<file path="src/rtl/arbiter_req_agent.sv">
// Request-side agent for one client of a fixed-priority arbiter: queues payloads,
// raises a request while non-empty, and tracks grant starvation and stray grants.
module arbiter_req_agent #(
    parameter int DATA_WIDTH   = 8,
    parameter int DEPTH        = 4,
    parameter int STARVE_LIMIT = 15
) (
    input  logic                              i_clk,
    input  logic                              i_rst,
    input  logic                              i_wr_valid,
    input  logic [DATA_WIDTH-1:0]             i_wr_data,
    output logic                              o_wr_ready,
    output logic                              o_req,
    input  logic                              i_grant,
    output logic [DATA_WIDTH-1:0]             o_data,
    output logic [$clog2(DEPTH):0]            o_count,
    output logic [$clog2(STARVE_LIMIT+1)-1:0] o_wait_cnt,
    output logic                              o_starve,
    output logic                              o_grant_err
);

    localparam int AW = $clog2(DEPTH);
    localparam int WW = $clog2(STARVE_LIMIT + 1);
    localparam logic [WW-1:0] LIMIT = WW'(STARVE_LIMIT);

    logic [DATA_WIDTH-1:0] mem [DEPTH];
    logic [AW:0]           wr_ptr;
    logic [AW:0]           rd_ptr;
    logic [WW-1:0]         wait_cnt;
    logic [WW-1:0]         wait_next;
    logic                  grant_err;
    logic                  full;
    logic                  empty;
    logic                  push;
    logic                  pop;

    // Request and ready come only from registered pointers, so i_grant never
    // loops back into o_req or o_wr_ready within the same cycle.
    assign full  = (wr_ptr[AW] != rd_ptr[AW]) && (wr_ptr[AW-1:0] == rd_ptr[AW-1:0]);
    assign empty = (wr_ptr == rd_ptr);
    assign push  = i_wr_valid && !full;
    assign pop   = !empty && i_grant;

    assign o_wr_ready  = !full;
    assign o_req       = !empty;
    assign o_data      = mem[rd_ptr[AW-1:0]];
    assign o_count     = wr_ptr - rd_ptr;
    assign o_wait_cnt  = wait_cnt;
    assign o_starve    = (wait_cnt == LIMIT);
    assign o_grant_err = grant_err;

    always_comb begin
        wait_next = wait_cnt;
        if (pop || empty) begin
            wait_next = '0;
        end else if (wait_cnt != LIMIT) begin
            wait_next = wait_cnt + 1'b1;
        end
    end

    always_ff @(posedge i_clk or posedge i_rst) begin
        if (i_rst) begin
            wr_ptr    <= '0;
            rd_ptr    <= '0;
            wait_cnt  <= '0;
            grant_err <= 1'b0;
        end else begin
            if (push) begin
                wr_ptr <= wr_ptr + 1'b1;
            end
            if (pop) begin
                rd_ptr <= rd_ptr + 1'b1;
            end
            wait_cnt <= wait_next;
            if (i_grant && empty) begin
                grant_err <= 1'b1;
            end
        end
    end

    // Storage is deliberately left out of reset; emptiness is tracked by the pointers.
    always_ff @(posedge i_clk) begin
        if (push) begin
            mem[wr_ptr[AW-1:0]] <= i_wr_data;
        end
    end

endmodule

</file>
<file path="config.mk">
export PLATFORM = sky130hd
export DESIGN_NAME = arbiter_req_agent
export DESIGN_NICKNAME = d
export VERILOG_FILES = /design/src/rtl/arbiter_req_agent.sv
export SDC_FILE = /design/constraint.sdc
export NUM_CORES = 1
export LEC_CHECK = 0
export CAP_MARGIN = 20
export CORE_UTILIZATION = 47
export CTS_CLUSTER_DIAMETER = 50
export CTS_CLUSTER_SIZE = 8
export DETAILED_ROUTE_END_ITERATION = 8
export PLACE_DENSITY = 0.84
export SYNTH_ARGS = -nofsm -noshare
export SYNTH_HDL_FRONTEND = slang
export SYNTH_SLANG_ARGS = --single-unit
export TNS_END_PERCENT = 20
</file>
<file path="constraint.sdc">
create_clock -name i_clk -period 1.85 [get_ports i_clk]
set_input_delay 0.2775 -clock i_clk [delete_from_list [all_inputs] [get_ports i_clk]]
set_output_delay 0.2775 -clock i_clk [all_outputs]
set_load 0.02 [all_outputs]
</file>
**Run 1: M3 wires**

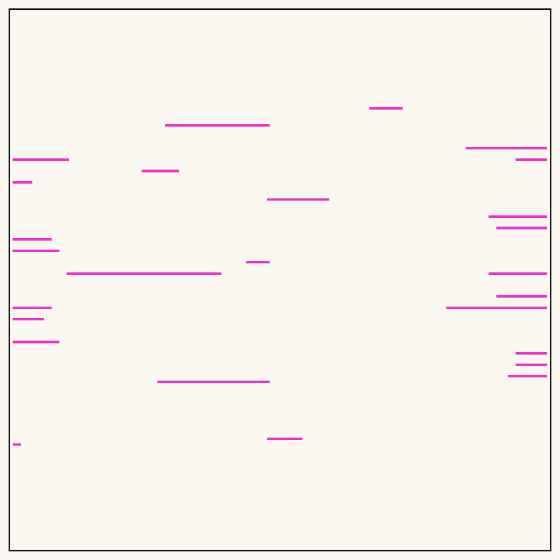
The wires run mostly horizontal. The layer holds 4.8% of the routed length.
routed via count: 1077
GRT met3 Usage: 0.0511
drt total wl: 3320 um

**Run 1: metal 2**

Bar = 20 um.
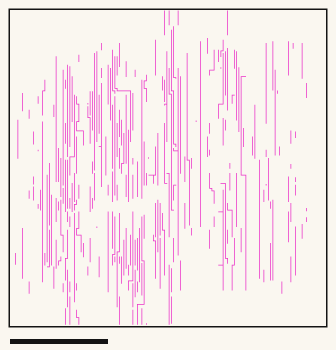
The wires run mostly vertical. 161 nets have wire on it. The layer holds 54% of the routed length.
M2 GR Usage: 0.313

==> impl_metrics.json, run 1 <==
{
  "rrSetupSlack_ns": 0.10,
  "grt_pass1_vias": 1159,
  "setup_viol": 2,
  "rsz0062_at_grt": "true",
  "clk_pin_slew_ns": 0.08,
  "criticalPathCategory": "reg -> out",
  "combPwrFrac": 0.504,
  "regToRegEndpoint": "mem[0][2]$_DFFE_PP_",
  "cts_tree": "done",
  "lay_top_count": "edfxtp_1",
  "core_um2": 3690,
  "powerDensity_nw_per_um2": 1880,
  "boundaryPins": 31,
  "crit_fanout": 2,
  "slew_violations": 0,
  "mostFrequentLayoutCells": "32 x edfxtp_1, 16 x clkdlybuf4s50_1, 12 x buf_4",
  "cts_buffer_depth": 2,
  "power_frac_seq": 0.334,
  "internal_power_w": 0.00277,
  "grt-ovfl-total": 0,
  "syn_area_um2": 1830,
  "cts_made_buffers": 5,
  "gp_congestion": 0.774,
  "final_area_um2": 2360,
  "holdWs_ns": 0.279,
  "vias_per_cell": 5.31,
  "setup.worst_path.end": "o_count[1]",
  "grt_max_degree": 15,
  "crit_path_start_kind": "flip-flop",
  "setup_ws_ns": -0.0661,
  "cp-startpoint": "rd_ptr[0]$_DFFE_PP0P_",
  "ys_warn_count": 0,
  "place.port_buffers": 30,
  "synth_nets": 128,
  "tightest_slew_ns": 0.456,
  "synth_top_area_share": 0.525,
  "reg2reg_from": "wr_ptr[0]$_DFFE_PP0P_",
  "swShare": 0.376,
  "syn_area_per_cell_um2": 17.1,
  "drc": 0,
  "power.leakage_nw": 0.931,
  "finalClockPeriodUsage": 1.04,
  "place_ws_ns": -0.184,
  "cp.arrival_ns": 1.64,
  "post-cts-setup-buffers": 0,
  "synthDistinctLibCells": 24,
  "ys_seq_frac": 0.675,
  "cp.required_ns": 1.57,
  "p_clk_frac": 0.162,
  "yosysTopAreaCell": "edfxtp_1",
  "rows": 22,
  "dieArea_um2": 4150,
  "outcome": "complete, but fails checks",
  "grtUsageTotal": 0.178,
  "antenna_left": 0,
  "violations": "negative setup slack",
  "r2r_cells": 4,
  "synth_flops": 43,
  "fmax_ghz": 0.522,
  "synth_cells": 107,
  "dpl.hpwl_um": 2310,
  "power.switching_w": 0.00167,
  "maxSlewHeadroom": 0.695,
  "fp-utilization": 0.497,
  "grt_pass1_wl_um": 5300,
  "cts-root-buf": "clkbuf_8",
  "firstDrtPassIters": 4,
  "hold_violations": 0,
  "fin_nets": 175,
  "wl_per_cell_um": 16.3,
  "area_leaders": "edfxtp_1 52%, dfrtp_1 15%, mux4_2 9.8%",
  "synth_chip_area_um2": 1830,
  "end_kind": "primary output"
}
**Run 1: clock routing**

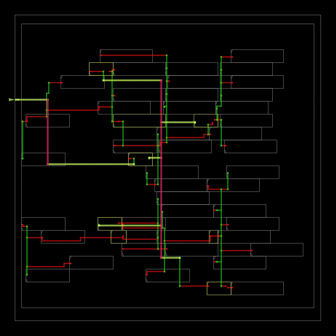
Clock Latency Late Sink: 0.30 ns
CTS sink cnt: 43
clkbuf count: 5
flop count: 43
skew final: 0.00266 ns

**Run 1: floorplan with the power grid**

Bar = 20 um. Pins as bars on the die edge.
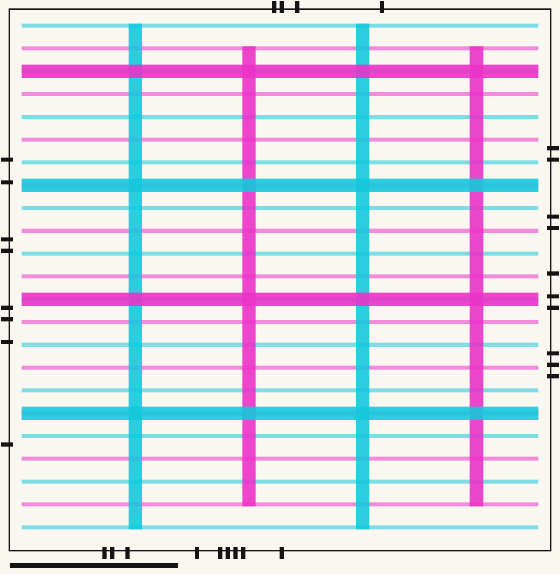
Key: magenta = VDD; cyan = VSS
The core has 22 rows. 4 straps on met5. 23 met1 rails follow the rows.
die extent in x: 64.4 um
die height: 64.4 um

## run 1: layout make-up
type	count	area, um^2
fill	272	1330
inverter	9	33.8
timing repair buffer	42	335
clock buffer	5	68.8
tap	48	60.1
clock inverter	3	43.8
multi-input combinational	53	578
sequential	43	1240
## run 1: power groups by stage
stage	Sequential, W	Clock (W)	Combinational [W]
after floorplan	0.00150	0	0.00128
after global placement	0.00146	0	0.00225
after detailed placement	0.00148	0	0.00233
after CTS	0.00147	0.000739	0.00221
after global routing	0.00151	0.000772	0.00241
final	0.00148	0.000720	0.00223
## run 1: through the flow
stage,util,setup TNS (ns),power [W],instances
2_1_floorplan,-,0,0.00278,107
3_3_place_gp,0.614,-0.752,0.00371,195
3_5_place_dp,0.614,-0.965,0.00381,195
4_1_cts,0.645,-1.48,0.00442,203
5_1_grt,0.639,-0.498,0.00469,203
6_report,0.639,-0.0784,0.00443,203
## run 1: critical path, stage by stage (launching register included)
cell	delay, ns
dfrtp_1	0.43
ha_2	0.19
fa_2	0.53
inv_1	0.04
buf_2	0.15
## run 1: routing by layer
metal	global-route usage	vias up	wire (um)
li1	-	501	-
met1	0.206	542	1310
met2	0.313	27	1800
met3	0.0511	7	157
met4	0.0667	0	51
met5	0	-	0
## run 1: flip-flops by register name, summed over array words and instances, names as in the netlist
register / count
mem: 32
o_grant_err: 1
o_wait_cnt: 4
rd_ptr: 3
wr_ptr: 3
## run 1: worst min path at each step
stage / start / cells after the start / slack, ns / endpoint
finish: i_rst / 2 / 0.28 / o_wait_cnt[0]$_DFFE_PP0P_
global route: i_rst / 2 / 0.34 / o_wait_cnt[0]$_DFFE_PP0P_
CTS: i_rst / 2 / 0.28 / o_wait_cnt[0]$_DFFE_PP0P_
detailed placement: o_grant_err$_DFFE_PP0P_ / 1 / 0.45 / o_grant_err$_DFFE_PP0P_
global placement: o_grant_err$_DFFE_PP0P_ / 1 / 0.44 / o_grant_err$_DFFE_PP0P_
floorplan: i_rst / 1 / 0.13 / o_grant_err$_DFFE_PP0P_
## run 1: timing repair
action / 4_1_cts / 5_1_grt
hold buffers: 0 / 0
gates resized: 26 / 38
pin swaps: 0 / 1
endpoints found under the setup margin: 14 / 13
## run 1: logic make-up (layout without fill, tap and decap cells)
kind of cell,after synthesis,after routing,synth area share
simple gates,17,17,0.0471
xor+xnor,6,6,0.0287
flops,43,43,0.675
buf+inv,11,59,0.0287
compound gates,9,9,0.0328
fa+ha+maj,9,9,0.0656
mux,12,12,0.122
## run 1: cell usage after synthesis
master	count
clkbuf_8	1
a2111oi_2	1
xor2_1	1
nor3_1	3
o21ai_1	1
mux2_2	3
a21o_1	1
a21oi_1	2
o21ai_0	2
nor4_1	1
a31oi_1	2
buf_2	1
edfxtp_1	32
inv_1	9
xnor2_1	5
dfrtp_1	11
ha_1	8
mux2i_1	1
nor2_1	2
nand3_1	3
nand2_1	3
and3_1	5
mux4_2	8
fa_1	1
==> run 2, diff against run 1 <==
--- a/config.mk
+++ b/config.mk
@@ -5,12 +5,13 @@
 export SDC_FILE = /design/constraint.sdc
 export NUM_CORES = 1
 export LEC_CHECK = 0
+export ABC_AREA = 1
 export CAP_MARGIN = 20
 export CORE_UTILIZATION = 47
 export CTS_CLUSTER_DIAMETER = 50
 export CTS_CLUSTER_SIZE = 8
 export DETAILED_ROUTE_END_ITERATION = 8
-export PLACE_DENSITY = 0.84
+export PLACE_DENSITY = 0.83
 export SYNTH_ARGS = -nofsm -noshare
 export SYNTH_HDL_FRONTEND = slang
 export SYNTH_SLANG_ARGS = --single-unit
==> impl_metrics.json, run 2 <==
{
  "outcome": "complete, but fails checks",
  "violations": "negative setup slack",
  "ys_seq_frac": 0.647,
  "rsz0062_at_grt": "true",
  "criticalPathCategory": "reg -> out",
  "slew_violations": 0,
  "fmax_ghz": 0.531,
  "largest_reg_flops": 32,
  "grt_pass1_vias": 1399,
  "combPwrFrac": 0.535,
  "syn_area_per_cell_um2": 11.5,
  "synth_cells": 166,
  "synth_nets": 187,
  "clk_latency_ns": 0.30,
  "power_frac_seq": 0.307,
  "tightest_slew_ns": 0.412,
  "rows": 22,
  "mostFrequentLayoutCells": "32 x edfxtp_1, 26 x buf_4, 22 x nand2_1",
  "maxSlewHeadroom": 0.725,
  "power.switching_w": 0.00187,
  "grt_max_degree": 15,
  "crit_path_start_kind": "flip-flop",
  "synthDistinctLibCells": 21,
  "critPathMaxStageDelay_ns": 0.37,
  "place.port_buffers": 30,
  "reg2reg_from": "wr_ptr[0]$_DFFE_PP0P_",
  "syn_area_um2": 1910,
  "boundaryPins": 31,
  "rrSetupSlack_ns": 0.11,
  "dieArea_um2": 4330,
  "place_inst": 264,
  "synth_top_area_share": 0.503,
  "setup_ws_ns": -0.0348,
  "holdWs_ns": 0.262,
  "ys_warn_count": 0,
  "hold_violations": 0,
  "internal_power_w": 0.00273,
  "crit_fanout": 2,
  "yosysTopAreaCell": "edfxtp_1",
  "yosys.cell_count.top_type": "edfxtp_1",
  "setup_viol": 2,
  "instances_no_fill": 277,
  "antenna_left": 0,
  "edf_count": 32,
  "swShare": 0.406,
  "synth_flops": 43,
  "fp-utilization": 0.507,
  "fin_nets": 249,
  "grtUsageTotal": 0.201,
  "area_leaders": "edfxtp_1 50%, dfrtp_1 14%, ha_1 5.2%",
  "lay_top_count": "edfxtp_1"
}
## run 2: netlist changes by cell type after synthesis, moves of 5 or more
cell / previous run / this run
mux4_2: 8 / 0
nor2_1: 2 / 25
o22ai_1: 0 / 8
nand3_1: 3 / 9
o21ai_0: 2 / 17
and3_1: 5 / 0
inv_1: 9 / 18
nand2_1: 3 / 23
## run 2: what timing repair did
action,CTS,global route
gates resized,43,22
setup endpoints to repair,18,45
pin swaps,0,2
setup buffers,4,1
## run 2: cell families (layout without fill, tap and decap cells)
group | Yosys count | in the layout | share of synthesized area
fa+ha+maj | 9 | 9 | 0.0628
compound gates | 27 | 27 | 0.0785
simple gates | 61 | 61 | 0.141
buf+inv | 22 | 85 | 0.0523
flops | 43 | 43 | 0.647
xor+xnor | 4 | 4 | 0.0183
## run 2: final cells by class
cell class / instances / area share
sequential: 43 / 0.478
clock inverter: 3 / 0.0169
multi-input combinational: 101 / 0.243
inverter: 18 / 0.0261
clock buffer: 5 / 0.0266
timing repair buffer: 59 / 0.186
tap: 48 / 0.0232
## run 2: power groups by stage
| stage | sequential (W) | clock, W | combinational (W) |
|---|---|---|---|
| after floorplan | 0.00144 | 0 | 0.00130 |
| after global placement | 0.00141 | 0 | 0.00238 |
| after detailed placement | 0.00142 | 0 | 0.00244 |
| after CTS | 0.00141 | 0.000731 | 0.00235 |
| after global routing | 0.00143 | 0.000790 | 0.00271 |
| final | 0.00141 | 0.000728 | 0.00246 |
## run 2: worst max path at each step
stage	depth (start not counted)	from	end	slack, ns
2_1_floorplan	8	rd_ptr[1]$_DFFE_PP0P_	mem[3][0]$_DFFE_PP_	-0.07
3_3_place_gp	5	wr_ptr[0]$_DFFE_PP0P_	o_count[2]	-0.14
3_5_place_dp	5	wr_ptr[0]$_DFFE_PP0P_	o_count[2]	-0.16
4_1_cts	5	wr_ptr[0]$_DFFE_PP0P_	o_count[2]	-0.04
5_1_grt	5	wr_ptr[0]$_DFFE_PP0P_	o_count[2]	-0.06
6_report	5	wr_ptr[0]$_DFFE_PP0P_	o_count[2]	-0.03
## run 2: metal layers
layer	global-route usage	wire, um	up-vias
met4	0.0924	62	0
met2	0.344	2150	24
met1	0.233	1670	662
met3	0.0517	141	7
li1	-	-	688
met5	0	0	-
## run 2: stage by stage
stage | total power, W | utilization | setup TNS, ns
global route | 0.00493 | 0.686 | -0.211
CTS | 0.00449 | 0.678 | -0.0365
global placement | 0.00379 | 0.644 | -0.722
finish | 0.00460 | 0.686 | -0.0526
floorplan | 0.00274 | - | -2.37
detailed placement | 0.00386 | 0.644 | -0.961
## run 2: critical path, delay by kind of cell (launching register included)
kind                       cells  cell delay (ns)
xor gates and xnor gates       1             0.15
buffers and inverters          2             0.22
DFF                            1             0.36
adders and majority gates      2             0.57
**Run 2: clock routing**

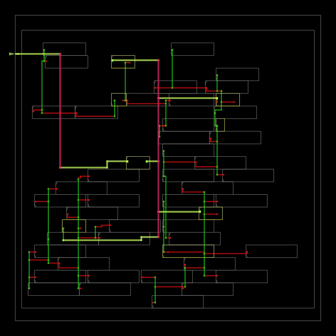
Num CTS Buffers: 5
skew final: 0.00377 ns
Clock group: 0.000728 W

**Run 2: floorplan with the power grid**

Bar = 20 um. Pins as bars on the die edge.
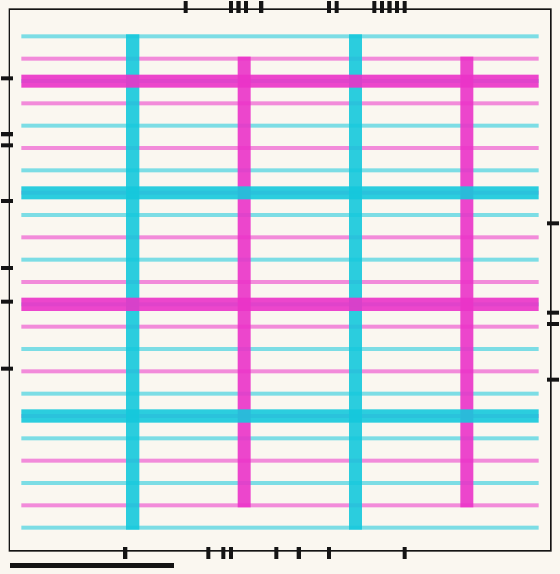
Key: magenta = VDD; cyan = VSS
31 signal pins sit on the boundary. 4 straps on met5. 23 met1 rails follow the rows. The core has 22 rows.
area of the core: 3770 um^2
die height: 65.8 um

**Run 2: metal 2**

Bar = 20 um.
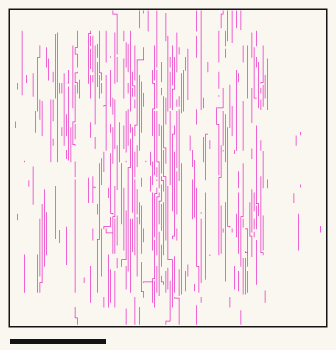
201 nets have wire on it. The layer holds 53% of the routed length. The wires run mostly vertical. The longest straight run is 27.2 um. The layer carries 2150 um of wire.
drt total wl: 4020 um
routed via count: 1381
M2 GR Usage: 0.344

==> run 3, diff against run 2 <==
--- a/config.mk
+++ b/config.mk
@@ -12,6 +12,7 @@
 export CTS_CLUSTER_SIZE = 8
 export DETAILED_ROUTE_END_ITERATION = 8
 export PLACE_DENSITY = 0.83
+export SKIP_LAST_GASP = 1
 export SYNTH_ARGS = -nofsm -noshare
 export SYNTH_HDL_FRONTEND = slang
 export SYNTH_SLANG_ARGS = --single-unit
==> impl_metrics.json, run 3 <==
{
  "outcome": "complete, but fails checks",
  "violations": "negative setup slack",
  "largest_reg_flops": 32,
  "power_frac_seq": 0.310,
  "combPwrFrac": 0.533,
  "cts_made_buffers": 5,
  "tightest_slew_ns": 0.409,
  "synthDistinctLibCells": 21,
  "cts_buffer_depth": 2,
  "regArea_um2": 1240,
  "finalClockPeriodUsage": 1.04,
  "power.switching_w": 0.00182,
  "grtUsageTotal": 0.201,
  "boundaryPins": 31,
  "mostFrequentLayoutCells": "32 x edfxtp_1, 26 x buf_4, 22 x nand2_1",
  "slew_violations": 0,
  "yosys.cell_count.top_type": "edfxtp_1",
  "wl_per_cell_um": 13.8,
  "fmax_ghz": 0.519,
  "cts_tree": "done",
  "cp.required_ns": 1.57,
  "holdWs_ns": 0.267,
  "cp-startpoint": "wr_ptr[0]$_DFFE_PP0P_",
  "synth_nets": 187,
  "setup_viol": 4,
  "ys_seq_frac": 0.647,
  "regToRegEndpoint": "mem[2][2]$_DFFE_PP_",
  "fp-utilization": 0.507,
  "end_kind": "primary output",
  "grt_max_degree": 15,
  "fin_tns_setup_ns": -0.123,
  "yosysTopAreaCell": "edfxtp_1",
  "core_um2": 3770,
  "flop_cell": "edfxtp_1",
  "area_leaders": "edfxtp_1 50%, dfrtp_1 14%, ha_1 5.2%",
  "synth_top_area_share": 0.503,
  "synth_cells": 166,
  "hold_violations": 0,
  "setup_ws_ns": -0.0752,
  "rrSetupSlack_ns": 0.04,
  "vias_per_cell": 4.99,
  "setup.worst_path.end": "o_count[2]",
  "syn_area_um2": 1910,
  "drc": 0,
  "internal_power_w": 0.00273,
  "syn_area_per_cell_um2": 11.5,
  "reg2reg_from": "wr_ptr[1]$_DFFE_PP0P_",
  "firstDrtPassIters": 4,
  "criticalPathCategory": "reg -> out",
  "ys_async_sr_fraction": 0.256,
  "place_ws_ns": -0.163,
  "final_area_um2": 2570,
  "edf_count": 32,
  "clk_pin_slew_ns": 0.08,
  "crit_path_start_kind": "flip-flop",
  "place.port_buffers": 30,
  "fill_cells": 261,
  "dieArea_um2": 4330,
  "synth_flops": 43,
  "r2r_cells": 9,
  "rows": 22,
  "crit_fanout": 2,
  "synth.top_cells.by_count": "32 x edfxtp_1, 25 x nor2_1, 23 x nand2_1",
  "cp.arrival_ns": 1.65,
  "gp_congestion": 0.751,
  "p_clk_frac": 0.157
}
==> run 3: cell counts after synthesis <==
Identical to the previous run, type by type.
==> run 3: cell families (layout without fill, tap and decap cells) <==
group	Yosys count	after routing	synth area share
flip-flops	43	43	0.647
AND/OR/NAND/NOR	61	61	0.141
buffers and inverters	22	85	0.0523
XOR/XNOR	4	4	0.0183
adder cells (fa/ha/maj)	9	9	0.0628
AND-OR/OR-AND	27	27	0.0785
==> run 3: timing repair <==
action                                  CTS  global route
gates resized                            22            24
gates cloned                              0             0
hold buffers                              0             0
pin swaps                                 0             1
endpoints found under the setup margin   18            46
setup buffers                             4             1
==> run 3: cell type report <==
type                       instances  area share
clock inverter                     3      0.0170
tap                               48      0.0233
clock buffer                       5      0.0267
sequential                        43       0.481
multi-input combinational        101       0.237
timing repair buffer              59       0.190
inverter                          18      0.0262
==> run 3: worst min-delay path by stage <==
stage	to	depth (start not counted)	slack, ns	start
finish	o_wait_cnt[1]$_DFFE_PP0P_	2	0.27	i_rst
global route	rd_ptr[2]$_DFFE_PP0P_	2	0.30	i_rst
CTS	o_wait_cnt[1]$_DFFE_PP0P_	2	0.28	i_rst
detailed placement	o_grant_err$_DFFE_PP0P_	1	0.48	o_grant_err$_DFFE_PP0P_
global placement	o_grant_err$_DFFE_PP0P_	1	0.46	o_grant_err$_DFFE_PP0P_
floorplan	o_grant_err$_DFFE_PP0P_	1	0.13	i_rst
==> run 3: power groups by stage <==
stage                     Sequential (W)  Clock, W  Combinational (W)
after floorplan                  0.00144         0            0.00130
after global placement           0.00141         0            0.00238
after detailed placement         0.00142         0            0.00244
after CTS                        0.00141  0.000731            0.00235
after global routing             0.00143  0.000775            0.00267
final                            0.00141  0.000713            0.00242
==> run 3: metal layers <==
metal | part of all wire | track usage | up-vias
met2 | 0.52 | 0.346 | 24
li1 | - | - | 689
met5 | 0 | 0 | -
met1 | 0.43 | 0.233 | 660
met3 | 0.029 | 0.0517 | 9
met4 | 0.022 | 0.0924 | 0
==> run 3: critical path, cell delays in order, from the launching register on <==
cell	delay (ns)
dfrtp_1	0.35
inv_1	0.06
ha_1	0.20
fa_1	0.37
xor2_1	0.17
clkbuf_2	0.19
==> run 3: per-stage QoR <==
step / cells / total power (W) / util
final: 277 / 0.00455 / 0.683
after global routing: 277 / 0.00488 / 0.683
after CTS: 276 / 0.00449 / 0.678
after detailed placement: 264 / 0.00386 / 0.644
after global placement: 264 / 0.00379 / 0.644
after floorplan: 166 / 0.00274 / -
**Run 3: clock routing**

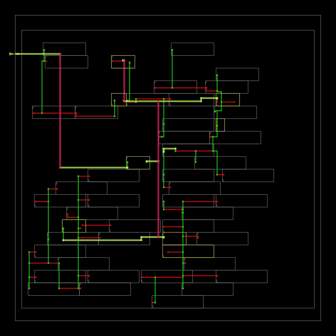
Clock group: 0.000713 W
skew final: 0.00458 ns

**Run 3: metal 2**

Bar = 20 um.
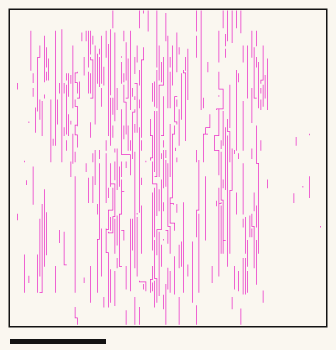
202 nets have wire on it. The layer holds 52% of the routed length.
routed via count: 1382
M2 GR Usage: 0.346
drt total wl: 3820 um

**Run 3: floorplan with the power grid**

Bar = 20 um. Pins as bars on the die edge.
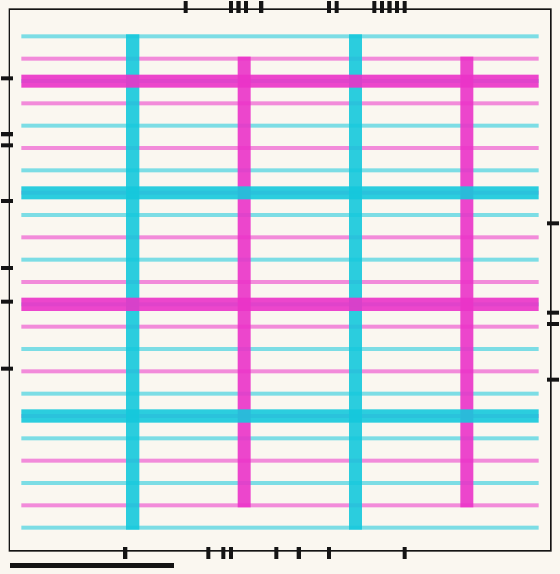
Key: magenta = VDD; cyan = VSS
4 straps on met4. 23 met1 rails follow the rows.
die extent in x: 65.8 um
peak supply drop: 1.13 mV

Power figures rest on the tool's default switching activity, not on a simulated workload.
